--- config.mk ---
export PLATFORM = sky130hd
export DESIGN_NAME = action_merge
export DESIGN_NICKNAME = d
export VERILOG_FILES = /design/src/rtl/of_pkg.sv /design/src/rtl/action_fifo.sv /design/src/rtl/action_merge.sv
export SDC_FILE = /design/constraint.sdc
export NUM_CORES = 1
export LEC_CHECK = 0
export ABC_AREA = 1
export CAP_MARGIN = 20
export CORE_MARGIN = 2
export CORE_UTILIZATION = 40
export DETAILED_ROUTE_END_ITERATION = 8
export PLACE_DENSITY_LB_ADDON = 0.05
export SKIP_LAST_GASP = 1
export SYNTH_ARGS = -nofsm -noshare
export SYNTH_HDL_FRONTEND = slang
export SYNTH_HIERARCHICAL = 1
export SYNTH_SLANG_ARGS = --single-unit
--- constraint.sdc ---
create_clock -name clk -period 4 [get_ports clk]
set_input_delay 0.8 -clock clk [delete_from_list [all_inputs] [get_ports clk]]
set_output_delay 0.8 -clock clk [all_outputs]
set_load 0.1 [all_outputs]
--- src/rtl/of_pkg.sv ---
// Shared lookup-pipeline types: action record layout, action type codes and the no-hit source marker.
package of_pkg;

    localparam int C_OUT_PORT_WIDTH   = 8;
    localparam int C_MATCH_ADDR_WIDTH = 8;

    typedef enum logic [1:0] {
        ACT_FORWARD = 2'd0,
        ACT_DROP    = 2'd1,
        ACT_MIRROR  = 2'd2,
        ACT_TO_CPU  = 2'd3
    } action_type_e;

    localparam logic [1:0] NO_SOURCE = 2'd3;

    typedef struct packed {
        logic                          match;
        logic [C_OUT_PORT_WIDTH-1:0]   port;
        logic [C_OUT_PORT_WIDTH-1:0]   vport;
        logic [1:0]                    act_type;
        logic [C_MATCH_ADDR_WIDTH-1:0] match_addr;
    } action_t;

endpackage

--- src/rtl/action_fifo.sv ---
// Single-clock FIFO of action records; head is visible the cycle after the write (no bypass).
// Caller qualifies push/pop: push only when not full or popping, pop only when not empty.
module action_fifo
    import of_pkg::*;
#(
    parameter int DEPTH = 8,
    localparam int AW = $clog2(DEPTH)
) (
    input  logic          clk,
    input  logic          reset,
    input  logic          push,
    input  action_t       push_data,
    input  logic          pop,
    output action_t       head,
    output logic          empty,
    output logic          full,
    output logic [AW:0]   count
);

    action_t       mem [DEPTH];
    logic [AW-1:0] wr_ptr;
    logic [AW-1:0] rd_ptr;

    always_ff @(posedge clk or posedge reset) begin
        if (reset) begin
            wr_ptr <= '0;
            rd_ptr <= '0;
            count  <= '0;
        end else begin
            if (push) wr_ptr <= wr_ptr + 1'b1;
            if (pop)  rd_ptr <= rd_ptr + 1'b1;
            case ({push, pop})
                2'b10:   count <= count + 1'b1;
                2'b01:   count <= count - 1'b1;
                default: count <= count;
            endcase
        end
    end

    // Storage carries no reset; the pointers alone define what is valid.
    always_ff @(posedge clk) begin
        if (push) mem[wr_ptr] <= push_data;
    end

    assign head  = mem[rd_ptr];
    assign empty = (count == '0);
    assign full  = (count == (AW+1)'(DEPTH));

endmodule

--- src/rtl/action_merge.sv ---
// Merges one result per packet from vport/exact/wildcard lookups by fixed priority; 2-cycle latency from last push.
// Output register holds until out_ready; in_almost_full asks the tuple generator to stall, excess pushes are dropped and flagged.
module action_merge
    import of_pkg::*;
#(
    parameter int C_FIFO_DEPTH  = 8,
    parameter int C_ALMOST_FULL = 6
) (
    input  logic                                 clk,
    input  logic                                 reset,
    input  logic [2:0]                           in_valid,
    input  logic [2:0]                           in_match,
    input  logic [2:0][C_OUT_PORT_WIDTH-1:0]     in_port,
    input  logic [2:0][C_OUT_PORT_WIDTH-1:0]     in_vport,
    input  logic [2:0][1:0]                      in_type,
    input  logic [2:0][C_MATCH_ADDR_WIDTH-1:0]   in_match_addr,
    output logic                                 in_almost_full,
    output logic                                 out_valid,
    input  logic                                 out_ready,
    output logic                                 out_match,
    output logic [C_OUT_PORT_WIDTH-1:0]          out_port,
    output logic [C_OUT_PORT_WIDTH-1:0]          out_vport,
    output logic [1:0]                           out_type,
    output logic [C_MATCH_ADDR_WIDTH-1:0]        out_match_addr,
    output logic [1:0]                           out_source,
    output logic [2:0]                           overflow,
    output logic [31:0]                          miss_count
);

    localparam int            AW     = $clog2(C_FIFO_DEPTH);
    localparam logic [AW:0]   AF_LVL = (AW+1)'(C_ALMOST_FULL);

    action_t          head [3];
    logic [2:0]       empty;
    logic [2:0]       full;
    logic [2:0]       push;
    logic [AW:0]      count [3];
    logic [2:0][AW:0] next_cnt;
    logic             pop;
    logic             af_next;

    // All sources advance together so packet alignment across FIFOs is preserved.
    assign pop = ~|empty && (!out_valid || out_ready);

    for (genvar g = 0; g < 3; g++) begin : g_src
        action_t rec;
        assign rec = '{match:      in_match[g],
                       port:       in_port[g],
                       vport:      in_vport[g],
                       act_type:   in_type[g],
                       match_addr: in_match_addr[g]};
        assign push[g]     = in_valid[g] && (!full[g] || pop);
        assign next_cnt[g] = count[g] + (AW+1)'(push[g]) - (AW+1)'(pop);

        action_fifo #(.DEPTH(C_FIFO_DEPTH)) u_fifo (
            .clk       (clk),
            .reset     (reset),
            .push      (push[g]),
            .push_data (rec),
            .pop       (pop),
            .head      (head[g]),
            .empty     (empty[g]),
            .full      (full[g]),
            .count     (count[g])
        );
    end

    always_comb begin
        af_next = 1'b0;
        for (int i = 0; i < 3; i++) begin
            if (next_cnt[i] >= AF_LVL) af_next = 1'b1;
        end
    end

    action_t    win;
    logic [1:0] win_src;
    logic       hit;

    // Scan from lowest priority upward so the lowest hitting index is written last.
    always_comb begin
        win     = '0;
        win_src = NO_SOURCE;
        hit     = 1'b0;
        for (int i = 2; i >= 0; i--) begin
            if (head[i].match) begin
                win     = head[i];
                win_src = 2'(i);
                hit     = 1'b1;
            end
        end
    end

    always_ff @(posedge clk or posedge reset) begin
        if (reset) begin
            out_valid      <= 1'b0;
            out_match      <= 1'b0;
            out_port       <= '0;
            out_vport      <= '0;
            out_type       <= '0;
            out_match_addr <= '0;
            out_source     <= '0;
            miss_count     <= '0;
            overflow       <= '0;
            in_almost_full <= 1'b0;
        end else begin
            overflow       <= overflow | (in_valid & full & {3{~pop}});
            in_almost_full <= af_next;
            if (pop) begin
                out_valid      <= 1'b1;
                out_match      <= hit;
                out_port       <= win.port;
                out_vport      <= win.vport;
                out_type       <= win.act_type;
                out_match_addr <= win.match_addr;
                out_source     <= win_src;
                if (!hit) miss_count <= miss_count + 32'd1;
            end else if (out_ready) begin
                out_valid <= 1'b0;
            end
        end
    end

endmodule

==> reports/summary.txt, run 1 <==
status: completed
CTS H-tree lvls: 3
register share after synthesis: 0.691
Die Height: 285 um
WHS Endpoint: overflow[0]
GRT Resource Usage Total: 0.203
Final HPWL DP: 50800 um
most numerous logic cells after layout: 648 x edfxtp_1, 551 x nand2_1, 540 x nor2_1
DRT antenna net count: 0
hold-critical path depth: 1
minimum clock period: 3.11 ns
Synth Area per Inst: 11.2 um^2
Synth Register Bits: 744
total grt overflow: 0
post-CTS setup buffer count: 0
post-layout util: 0.471
Hold Violations, Final: 0
worst r2r path cells: 13
Synth Net Count: 2933
CP top delay family: buffers and inverters
DR iter-0 viols: 1558
Top cell excl fill/tap: edfxtp_1
Synth Cell Area: 31600 um^2
PnR worst setup slack: 0.894 ns
Critical R2R Launch: g_src[1].u_fifo/count[0]
Clk Latency, worst-skew pair: 0.62 ns
pin count of the biggest net entering global routing: 92
clock slew at reported path FFs: 0.06 ns
I/O Buffers: 152
GP Congestion: 0.829
pre-CTS setup slack: 0.434 ns
Via density: 5.01
DRC: 0
Yosys chip area: 31600 um^2
Buf/Inv on CP: 1
Critical Path AT: 2.31 ns
Critical Path Sink Type: output port
clk root buf: clkbuf_16
max incr delay on CP: 1.19 ns
Power, Total: 30000 uW
# Cells Yosys: 2818
crit path kind: flip-flop to output port
WL final: 82500 um
Pre-Place Util: 0.402
Synth warnings: 6
Rel. slew slack: 0.305
period utilisation layout: 0.776
Core Box Area: 78600 um^2
synthesized instance count: 2818
share of post-route cells with drive strength above 1: 0.0890
TritonCTS Buffers: 82
post-layout net count: 3094
LEAKAGE: 0.0134 uW
P per Cell Area: 810 nW/um^2
Post-Route Setup TNS: 0 ns
Rows: 103
r2r setup slk: 0.91 ns
Max IR drop VDD: 870 uV
1st-pass router iterations: 5
CP Launch Type: flip-flop
fill count: 7255
Area growth syn-to-layout: 16.9%
hold wc startpoint: overflow[0]
Peak Freq: 0.322 GHz
worst-path cell chain: clkdlybuf4s50_1
Least-Margin Pin Slew: 1.04 ns
die area: 81400 um^2
Cell Type Count: 40
# hold bufs at CTS: 0
vias in the first global route: 20400
Max FO, Critical Path: 6
Hold Path Class: flip-flop to flip-flop
max-cap violation count: 0
Reg2Reg Capture Point: in_almost_full
tool warnings: 32
die width: 285 um
skew final: 0.0197 ns
Pins Over Slew Limit: 0
vias post-DR: 20500
Worst EP required: 3.20 ns
post_cts resized: 0
drt wl/cell: 20.1 um
antenna violations before repair: 2
number of setup violations in the final report: 0
first-pass GRT wire length: 126000 um
Worst path slowest cell: clkdlybuf4s50_1
RSZ-0062 raised after global routing: false
clk sink count: 744
CTS tree: yes
Ports: 153
CTS max path bufs: 3
[run 1: report_power, final]
| part | switching, uW | internal, uW |
|---|---|---|
| Combinational | 8390 | 3240 |
| Sequential | 850 | 9820 |
| Clock | 3080 | 4600 |
[run 1: cell families (layout without fill, tap and decap cells)]
group                      after synthesis  in the layout  share of synthesized area
muxes                                    3              3                    0.00107
other                                    0              1                          0
AOI/OAI and AO/OA                      587            587                     0.0937
xor gates and xnor gates                40             40                     0.0111
DFF                                    744            744                      0.691
and+or+nand+nor                       1191           1191                      0.150
adders and majority gates               28             28                     0.0118
buffers and inverters                  225            453                     0.0416
[run 1: area by class of cell]
class / instances / area [um^2] / share of cell area
sequential: 744 / 21900 / 0.591
tap: 1050 / 1310 / 0.0355
clock inverter: 50 / 553 / 0.0149
clock buffer: 101 / 2220 / 0.0599
multi-input combinational: 1849 / 8520 / 0.230
antenna: 1 / 2.50 / 0.0000676
inverter: 85 / 322 / 0.00869
timing repair buffer: 217 / 2200 / 0.0594
[run 1: Yosys cell counts (all sizes together)]
library cell	instances	share of area
nand4	4	0.00079
inv	81	0.0096
fa	3	0.0019
nor3	3	0.00047
xnor2	18	0.0050
o21ai	521	0.083
ha	25	0.0099
o31ai	1	0.00024
edfxtp	648	0.62
nand2	560	0.068
clkbuf	45	0.0074
mux2	3	0.0011
nor2	580	0.073
dfrtp	96	0.076
nand3	29	0.0050
buf	95	0.024
xor2	22	0.0061
a21oi	61	0.0097
nand3b	5	0.0012
clkinv	4	0.00051
o21a	1	0.00024
or2	10	0.0020
a31o	3	0.00083
[run 1: layer usage]
layer	vias up	global-route usage	share of wire
li1	9995	-	-
met1	10000	0.279	0.45
met2	418	0.335	0.48
met4	2	0.0504	0.023
met5	-	0	0.00016
met3	111	0.0345	0.047
[run 1: worst max path at each step]
stage / to / startpoint / cells after the start
final: miss_count[2] / miss_count[2] / 1
after global routing: in_almost_full / g_src[1].u_fifo/count[0] / 13
after CTS: miss_count[2] / miss_count[2] / 1
after detailed placement: g_src[1].u_fifo/count[2] / out_ready / 14
after global placement: g_src[1].u_fifo/count[2] / out_ready / 14
after floorplan: g_src[0].u_fifo/mem[0][0] / out_valid / 8
[run 1: metrics by stage]
| step | hold WS [ns] | cell area [um^2] | std cells |
|---|---|---|---|
| after global placement | 0.475 | 34200 | 3944 |
| after detailed placement | 0.484 | 34200 | 3944 |
| after global routing | 0.519 | 37000 | 4096 |
| after CTS | 0.498 | 37000 | 4095 |
| final | 0.488 | 37000 | 4097 |
| after floorplan | 0.492 | 31600 | 2818 |
[run 1: flip-flops by register name, indices dropped and copies added (netlist names), 2 cells and up]
signal               count
overflow                 3
g_src.u_fifo/count      12
out_match_addr           8
g_src.u_fifo/rd_ptr      9
out_port                 8
miss_count              32
g_src.u_fifo/wr_ptr      9
out_type                 2
out_vport                8
g_src.u_fifo/mem       648
out_source               2
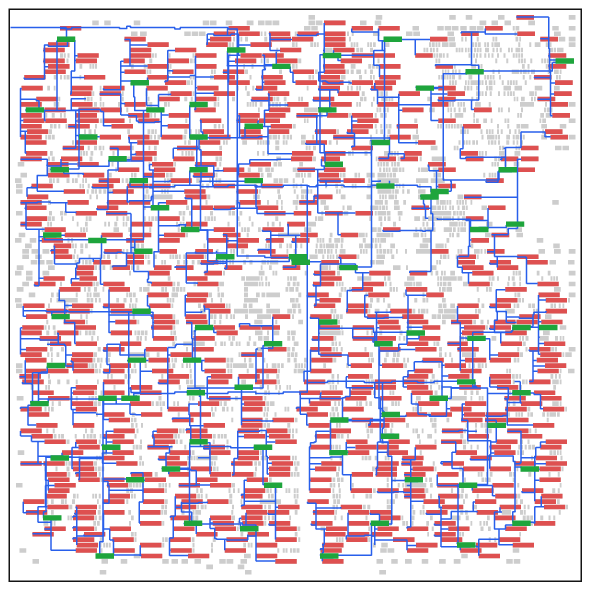
Fig. 1. Clock network drawn from the DEF (run 1).
Drawn at 2 px/um.
legend:
  clock wires:
    color: blue
    length: 9220 um
  flip-flops:
    color: red
    count: 744
  clock-net drivers:
    color: green
    count: 82
routed clock nets: 83

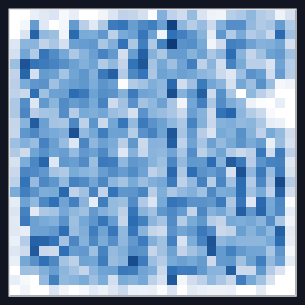
Fig. 2. Cell density map (run 1).
Drawn at 1 px/um. 29 x 29 tiles, from white (low) to dark blue (high), 0 to 100% covered.
nearly empty tiles: 3.9%
mean over tiles: 44%
fullest tile: 96%
tiles over 75% full: 5.4%

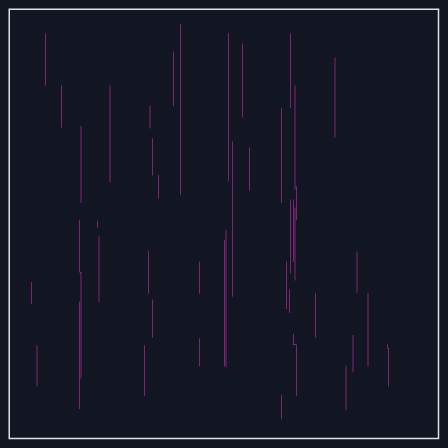
Fig. 3. Metal 4 (run 1).
Drawn at 1.5 px/um.
share of all routed wire: 2.3%
nets with wire on the layer: 24
main direction: vertical
longest straight run: 114 um
wire length on this layer: 1920 um

## Run 2: what changed since run 1
==> constraint.sdc (replaced) <==
create_clock -name clk -period 3.24 [get_ports clk]
set_input_delay 0.648 -clock clk [delete_from_list [all_inputs] [get_ports clk]]
set_output_delay 0.648 -clock clk [all_outputs]
set_load 0.1 [all_outputs]
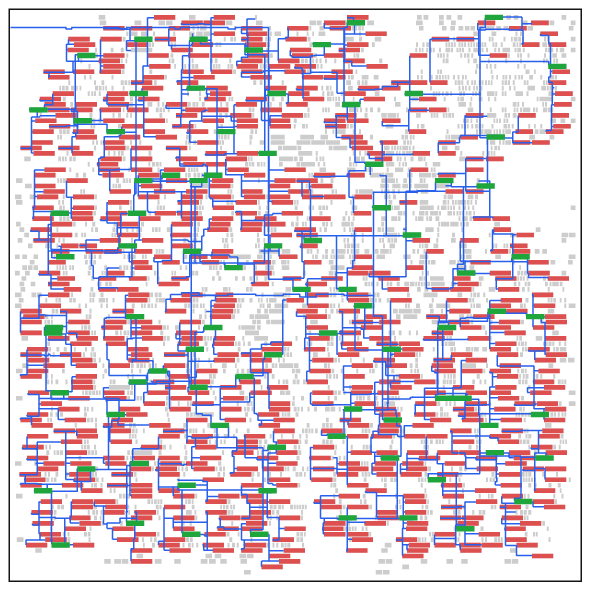
Fig. 4. Clock network drawn from the DEF (run 2).
Drawn at 2 px/um.
legend:
  flip-flops:
    color: red
    count: 744
  clock wires:
    color: blue
    length: 9300 um
  clock-net drivers:
    color: green
    count: 84
flops lie: all over the die
routed clock nets: 85

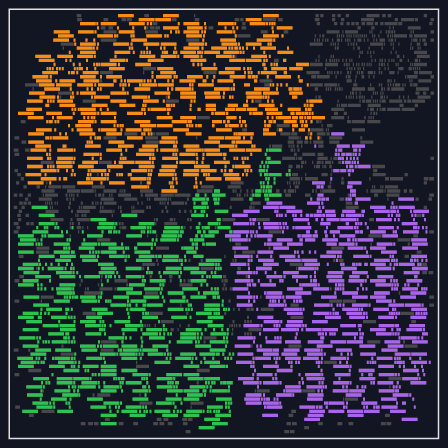
Fig. 5. Cells colored by instance (run 2).
Drawn at 1.5 px/um. Other cells in gray.
legend:
  g_src[0].u_fifo:
    color: orange
    cells: 720
  g_src[1].u_fifo:
    color: purple
    cells: 724
  g_src[2].u_fifo:
    color: green
    cells: 716
not colored: 898

==> run 2 against run 1 <==
Against the previous run:
- global-route usage fell by 0.24 points
- clock-buffer cell count rose by 3
- die area unchanged
- non-clock buffer count is 12 higher
- clock power increased by 19%
- core utilization is essentially flat
- routed wire length decreased by 1.3%
- total power up 22%
- largest power group unchanged
- highest routed layer unchanged
==> reports/summary.txt, run 2 <==
Rows: 103 (unchanged)
tool warnings: 35 (+9.4%)
Synth Area per Inst: 11.2 um^2 (unchanged)
max incr delay on CP: 0.44 ns (-0.75 ns)
# Cells Yosys: 2818 (unchanged)
comb area leader: simple AND/OR/NAND/NOR gates
fill count: 7267 (+0.17%)
max-cap violation count: 0 (unchanged)
LEAKAGE: 0.0136 uW (+1.3%)
Synth Cell Area: 31600 um^2 (unchanged)
DRC: 0 (unchanged)
die width: 285 um (unchanged)
Worst path slowest cell: dfrtp_1
DR iter-0 viols: 1370 (-12%)
Ports: 153 (unchanged)
Cell Count, Final, Fillers Out: 4109 (+0.29%)
first-pass GRT wire length: 124000 um (-1.0%)
GP Congestion: 0.814 (-1.9%)
most numerous logic cells after layout: 648 x edfxtp_1, 551 x nand2_1, 540 x nor2_1
synthesized instance count: 2818 (unchanged)
Worst path most repeated cell: or2_2
WL final: 81500 um (-1.3%)
Peak Freq: 0.342 GHz
Pins Over Slew Limit: 0 (unchanged)
number of setup violations in the final report: 0 (unchanged)
clock slew at reported path FFs: 0.06 ns (about the same)
Basic Gates by Area: 0.150 (unchanged)
flip-flops with a built-in enable: 648 (unchanged)
antenna violations before repair: 3 (+1)
Cell Type Count: 40 (unchanged)
Max IR drop VDD: 906 uV (+4.1%)
Via density: 5.01 (about the same)
vias in the first global route: 20300 (-0.81%)
Die Height: 285 um (unchanged)
I/O Buffers: 152 (unchanged)
Synth Register Bits: 744 (unchanged)
Critical Path Sink Type: flip-flop
Clk Latency, worst-skew pair: 0.62 ns (about the same)
Commonest cells post-synth: 648 x edfxtp_1, 564 x nor2_1, 551 x nand2_1, 393 x o21ai_0, 125 x o21ai_1
Hold Path Class: flip-flop to flip-flop
ao+oa area frac: 0.0937 (unchanged)
clk root buf: clkbuf_16
Critical Path AT: 3.42 ns (+1.11 ns)
RSZ-0062 raised after global routing: false
Final HPWL DP: 50000 um (-1.6%)
Top cell excl fill/tap: edfxtp_1
status: completed
asr flop ratio synth: 0.129 (unchanged)
post-CTS setup buffer count: 0 (unchanged)
minimum clock period: 2.92 ns
die area: 81400 um^2 (unchanged)
sw frac: 0.412 (+0.00110)
GRT Resource Usage Total: 0.200 (-0.00239)
cell type with the largest total area: edfxtp_1
combinational share of power: 0.399 (+0.011)
Least-Margin Pin Slew: 0.833 ns (-0.206 ns)
worst-path cell chain: or2_2 -> nor3_1 -> nor2_4 -> nand3_4 -> or2_2 -> nand2_1 -> ha_1 -> fa_1 -> or2_2 -> nand3_1 -> nand3_1 -> nor2_1 -> nand3b_1
skew final: 0.0152 ns (-0.00448 ns)
Buf/Inv on CP: 0 (-1)
post_cts resized: 0 (unchanged)
vias post-DR: 20600 (+0.23%)
drt wl/cell: 19.8 um (-1.6%)
Power, Total: 36700 uW (+22%)
xor+xnor area frac: 0.0111 (unchanged)
1st-pass router iterations: 5 (unchanged)
Clock Power Share: 0.248 (-0.008)
Int Power: 21600 uW (+22%)
period utilisation layout: 0.901
Synth Net Count: 2933 (unchanged)
CP Launch Type: flip-flop
CTS H-tree lvls: 3 (unchanged)
placed cell count: 3957 (+0.33%)
Core Box Area: 78600 um^2 (unchanged)
crit path kind: flip-flop to flip-flop
Synth warnings: 6 (unchanged)
share of post-route cells with drive strength above 1: 0.112 (+0.0235)
Max FO, Critical Path: 10 (+4)
count leader, synth: edfxtp_1
Top Registers: g_src.u_fifo/mem x648, miss_count x32, g_src.u_fifo/count x12
Area growth syn-to-layout: 16.9% (about the same)
Yosys chip area: 31600 um^2 (unchanged)
most common flop cell mapped by yosys: edfxtp_1
Hold Violations, Final: 0 (unchanged)
# hold bufs at CTS: 0 (unchanged)
P per Cell Area: 992 nW/um^2 (+23%)
total grt overflow: 0 (unchanged)
Rel. slew slack: 0.445 (+0.140)
CP top delay family: simple AND/OR/NAND/NOR gates
CTS max path bufs: 3 (unchanged)
synth top area cells: edfxtp_1 62%, dfrtp_1 7.6%, nor2_1 6.7%, nand2_1 6.5%, o21ai_0 6.2%
Reg power frac: 0.353 (-0.003)
Worst EP required: 3.73 ns (+0.53 ns)
clk sink count: 744 (unchanged)
Psw: 15100 uW (+23%)
Pre-Place Util: 0.402 (unchanged)
pin count of the biggest net entering global routing: 105 (+14%)
register share after synthesis: 0.691 (unchanged)
DRT antenna net count: 0 (unchanged)
number of flip-flops in the largest register: 648 (unchanged)
TritonCTS Buffers: 84 (+2.4%)
Top-area cell share: 0.615 (unchanged)
post-layout net count: 3108 (+0.45%)
Multiplexer share: 0.00107 (unchanged)
adder share: 0.0118 (unchanged)
Biggest register: g_src.u_fifo/mem
CTS tree: yes
## run 2: cell type report
type,instances,area (um^2),area share
Antenna cell,1,2.50,0.0000677
Clock inverter,47,379,0.0102
Sequential cell,744,21900,0.591
Clock buffer,104,2270,0.0614
Multi-Input combinational cell,1849,8530,0.231
Inverter,85,322,0.00869
Timing Repair Buffer,229,2300,0.0621
Tap cell,1050,1310,0.0355
## run 2: through the flow
stage	util	setup TNS, ns	instance area [um^2]	hold slack [ns]	setup slack, ns
global route	0.471	0	37000	0.520	0.0567
detailed placement	0.437	-5.27	34300	0.471	-0.0977
global placement	0.437	0	34300	0.492	0.0111
floorplan	-	-141.93	31700	0.488	-0.306
CTS	0.470	0	37000	0.481	0.274
finish	0.471	0	37000	0.479	0.319
## run 2: metal layers
layer / global-route usage / vias up / wire length (um)
met2: 0.325 / 411 / 38700
met3: 0.0256 / 109 / 3310
met5: 0 / - / 14
li1: - / 10000 / -
met1: 0.284 / 10000 / 37700
met4: 0.0554 / 2 / 1760
## run 2: logic make-up (layout without fill, tap and decap cells)
kind of cell	after synthesis	in the layout
AND/OR/NAND/NOR	1191	1191
flip-flops	744	744
AND-OR/OR-AND	587	587
buffers and inverters	225	465
XOR/XNOR	40	40
adder cells (fa/ha/maj)	28	28
multiplexers	3	3
other	0	1
## run 2: path summary, 6_finish.rpt
kind	startpoint	to	slack, ns	cells after the start
max in group asynchronous	reset	miss_count[20]	2.07	3
min	overflow[1]	overflow[1]	0.48	1
max reg2reg	g_src[1].u_fifo/count[0]	in_almost_full	0.32	13
min in group asynchronous	reset	g_src[0].u_fifo/rd_ptr[2]	0.54	2
min reg2reg	overflow[1]	overflow[1]	0.48	1
max	g_src[1].u_fifo/count[0]	in_almost_full	0.32	13
## run 2: power by group through the flow
stage	logic, uW	registers (uW)	clock network [uW]
floorplan	8910	14300	0
global placement	14600	13100	0
detailed placement	14800	13100	0
CTS	14800	13000	9350
global route	16300	13100	9730
finish	14600	12900	9110
Power and IR drop assume default switching activity.
